**Track usage over the die**

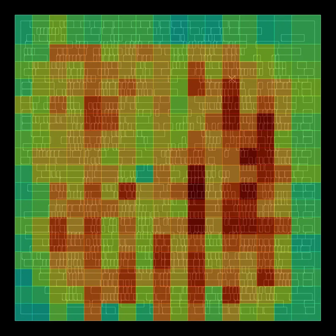
**Sequential cells coloured by netlist name**

The bar under the picture is 20 microns long. Other sequential cells in the stronger grey, the rest of the logic in the fainter grey.
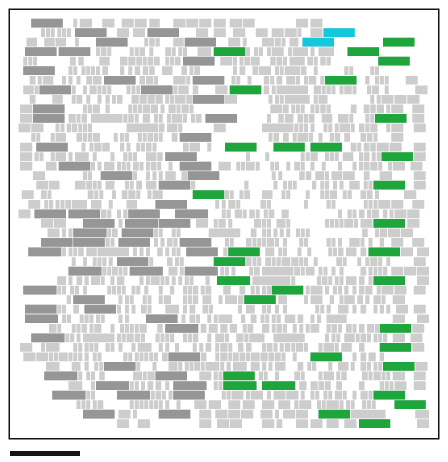
File: src/rtl/fetch_pc_ctrl.sv
// Fetch-stage next-PC sequencer with a 2-bit saturating branch history table.
// Chooses redirect / stall / predicted target / PC+4 and counts accepted redirects.
module fetch_pc_ctrl #(
  parameter int                XLEN      = 32,
  parameter logic [XLEN-1:0]   RESET_PC  = XLEN'(32'h8000_0000),
  parameter int                BHT_IDX_W = 4
) (
  input  logic            clk_i,
  input  logic            rst_n_i,
  input  logic            F_stall_i,
  input  logic            mini_jmp_sel_i,
  input  logic            F_is_branch_i,
  input  logic [XLEN-1:0] mini_jmp_i,
  input  logic            E_redirect_i,
  input  logic [XLEN-1:0] E_redirect_pc_i,
  input  logic            E_train_valid_i,
  input  logic [XLEN-1:0] E_train_pc_i,
  input  logic            E_train_taken_i,
  output logic [XLEN-1:0] F_PC_o,
  output logic            F_valid_o,
  output logic            F_pred_taken_o,
  output logic            F_halt_o,
  output logic [31:0]     redirect_cnt_o
);

  localparam int BHT_N = 1 << BHT_IDX_W;

  typedef enum logic [1:0] {ST_BOOT, ST_RUN, ST_HALT} state_t;

  state_t                r_state;
  state_t                w_state_next;
  logic [XLEN-1:0]       r_pc;
  logic [XLEN-1:0]       w_pc_next;
  logic [31:0]           r_cnt;
  logic [31:0]           w_cnt_next;
  logic [31:0]           w_cnt_inc;
  logic [1:0]            r_bht [BHT_N];
  logic [BHT_IDX_W-1:0]  w_fetch_idx;
  logic [BHT_IDX_W-1:0]  w_train_idx;
  logic [1:0]            w_bht_rd;
  logic [1:0]            w_bht_cur;
  logic [1:0]            w_bht_upd;
  logic                  w_redir_ok;
  logic                  w_pred;

  assign w_fetch_idx = r_pc[BHT_IDX_W+1:2];
  assign w_train_idx = E_train_pc_i[BHT_IDX_W+1:2];
  assign w_bht_rd    = r_bht[w_fetch_idx];
  assign w_bht_cur   = r_bht[w_train_idx];
  assign w_redir_ok  = E_redirect_i && (E_redirect_pc_i[1:0] == 2'b00);
  assign w_cnt_inc   = (r_cnt == 32'hFFFF_FFFF) ? r_cnt : r_cnt + 32'd1;

  // Prediction reads the table before any same-cycle training lands.
  assign w_pred = (r_state == ST_RUN) && mini_jmp_sel_i && (!F_is_branch_i || w_bht_rd[1]);

  always_comb begin
    if (E_train_taken_i) begin
      w_bht_upd = (w_bht_cur == 2'b11) ? 2'b11 : w_bht_cur + 2'b01;
    end else begin
      w_bht_upd = (w_bht_cur == 2'b00) ? 2'b00 : w_bht_cur - 2'b01;
    end
  end

  always_comb begin
    w_state_next = r_state;
    w_pc_next    = r_pc;
    w_cnt_next   = r_cnt;
    case (r_state)
      ST_BOOT: w_state_next = ST_RUN;
      ST_RUN: begin
        if (E_redirect_i) begin
          if (w_redir_ok) begin
            w_pc_next  = E_redirect_pc_i;
            w_cnt_next = w_cnt_inc;
          end else begin
            w_state_next = ST_HALT;
          end
        end else if (F_stall_i) begin
          w_pc_next = r_pc;
        end else if (w_pred) begin
          w_pc_next = mini_jmp_i;
        end else begin
          w_pc_next = r_pc + XLEN'(4);
        end
      end
      ST_HALT: begin
        if (w_redir_ok) begin
          w_state_next = ST_RUN;
          w_pc_next    = E_redirect_pc_i;
          w_cnt_next   = w_cnt_inc;
        end
      end
      default: w_state_next = ST_BOOT;
    endcase
  end

  always_ff @(posedge clk_i or negedge rst_n_i) begin
    if (!rst_n_i) begin
      r_state <= ST_BOOT;
      r_pc    <= RESET_PC;
      r_cnt   <= 32'd0;
    end else begin
      r_state <= w_state_next;
      r_pc    <= w_pc_next;
      r_cnt   <= w_cnt_next;
    end
  end

  // Training is independent of sequencer state, so it continues through stall and halt.
  always_ff @(posedge clk_i or negedge rst_n_i) begin
    if (!rst_n_i) begin
      for (int i = 0; i < BHT_N; i++) begin
        r_bht[i] <= 2'b01;
      end
    end else if (E_train_valid_i) begin
      r_bht[w_train_idx] <= w_bht_upd;
    end
  end

  assign F_PC_o         = r_pc;
  assign F_valid_o      = (r_state == ST_RUN);
  assign F_halt_o       = (r_state == ST_HALT);
  assign F_pred_taken_o = w_pred;
  assign redirect_cnt_o = r_cnt;

endmodule

File: config.mk
export PLATFORM = sky130hd
export DESIGN_NAME = fetch_pc_ctrl
export DESIGN_NICKNAME = d
export VERILOG_FILES = /design/src/rtl/fetch_pc_ctrl.sv
export SDC_FILE = /design/constraint.sdc
export NUM_CORES = 1
export LEC_CHECK = 0
export ABC_AREA = 1
export CAP_MARGIN = 0
export CORE_MARGIN = 2
export CORE_UTILIZATION = 50
export DETAILED_ROUTE_END_ITERATION = 6
export GPL_TIMING_DRIVEN = 0
export PLACE_DENSITY = 0.81
export SLEW_MARGIN = 20
export SYNTH_ARGS = -nofsm -noshare
export SYNTH_HDL_FRONTEND = slang
export SYNTH_SLANG_ARGS = --single-unit
File: constraint.sdc
create_clock -name clk_i -period 2.3 [get_ports clk_i]
set_input_delay 0.46 -clock clk_i [delete_from_list [all_inputs] [get_ports clk_i]]
set_output_delay 0.46 -clock clk_i [all_outputs]
set_load 0.01 [all_outputs]
==> summary.txt <==
flow finished, numbers: Slowest cell on crit path=clkdlybuf4s50_1, failing checks=design-rule violations, flip-flop and latch area=0.002476 sq mm, crit path DRT=around 1.8 ns, CP max FO=7, Gate Count Post-Synth=1080, clk buf depth=2, crit path from=r_state[0], CLK BUF=12, number of hold buffers added after cts=1, Max Used Layer=met5, DR DRC count=2, most frequent logic cells in the routed design=nand2_1 (476), clkdlybuf4s50_1 (140), nand3_1 (106), Fin Clk Skew=0.01106 ns, logic area=0.004020 sq mm, register share after synthesis=35.51%, Clock Latency Late Sink=0.35 ns, CP cell instances=inv_1 -> ha_1 -> clkdlybuf4s50_1, Commonest Layout Cell=nand2_1, Slew HR=60.34%, FP Core Util=50.77%, TritonCTS buffer count=9, nets=1349, Die Height=122.0 microns, Worst-path clk slew=roughly 0.06 ns, yosys adder share=1.078%, leading area contributor after synthesis=dfrtp_1, Synth Cell Area=approximately 0.007 sq mm, worst path arrival time=1.73 ns, outcome=finished with violations, final max-slew violation count=0, count leader, synth=nand2_1, Hold Crit Class=flip-flop to flip-flop, Peak VDD IR=around 440 uV, Yosys Instances=1080, Crit path depth=3, R2R Path Start=F_PC_o[2], NonClk Buf Share=18.77%, Biggest Area Class=logic gates, end of the critical path=F_halt_o
## Picture notes: 'track usage over the die'
global routing usage on met3: 4.963%
post-detailed-route wirelength per cell: 15.76 microns
busiest grt layer: met2
total global-route track usage: 30.39%
GR Util met1: 40.69%

## Picture notes: 'sequential cells coloured by netlist name'
colour	name in the netlist	placed flops
green	F_PC_o	32
cyan	r_state	2
not coloured	64

per-stage QoR:
stage	hold slack [ns]	TNS (ns)	utilization [%]	area, sq um	setup WS (ns)
2_1_floorplan	0.1644	0	-	6965	0.4196
3_3_place_gp	0.4565	-280.86	62.77	8612	-3.032
3_5_place_dp	0.3703	-6.254	62.98	8641	-0.4313
4_1_cts	0.4670	0	65.61	9001	0.02341
5_1_grt	0.4741	0	65.70	9014	0.008155
6_report	0.4663	0	65.70	9014	0.1137
where the power goes:
part | internal (mW) | total (mW) | switching (mW) | leakage [nW]
clock | 0.839 | 1.53 | 0.688 | 0.133
sequential | 2.36 | 3.23 | 0.868 | 1.23
combinational | 2.11 | 4.77 | 2.66 | 2.76
No activity file was given, so power comes from the tool's default toggle rates.
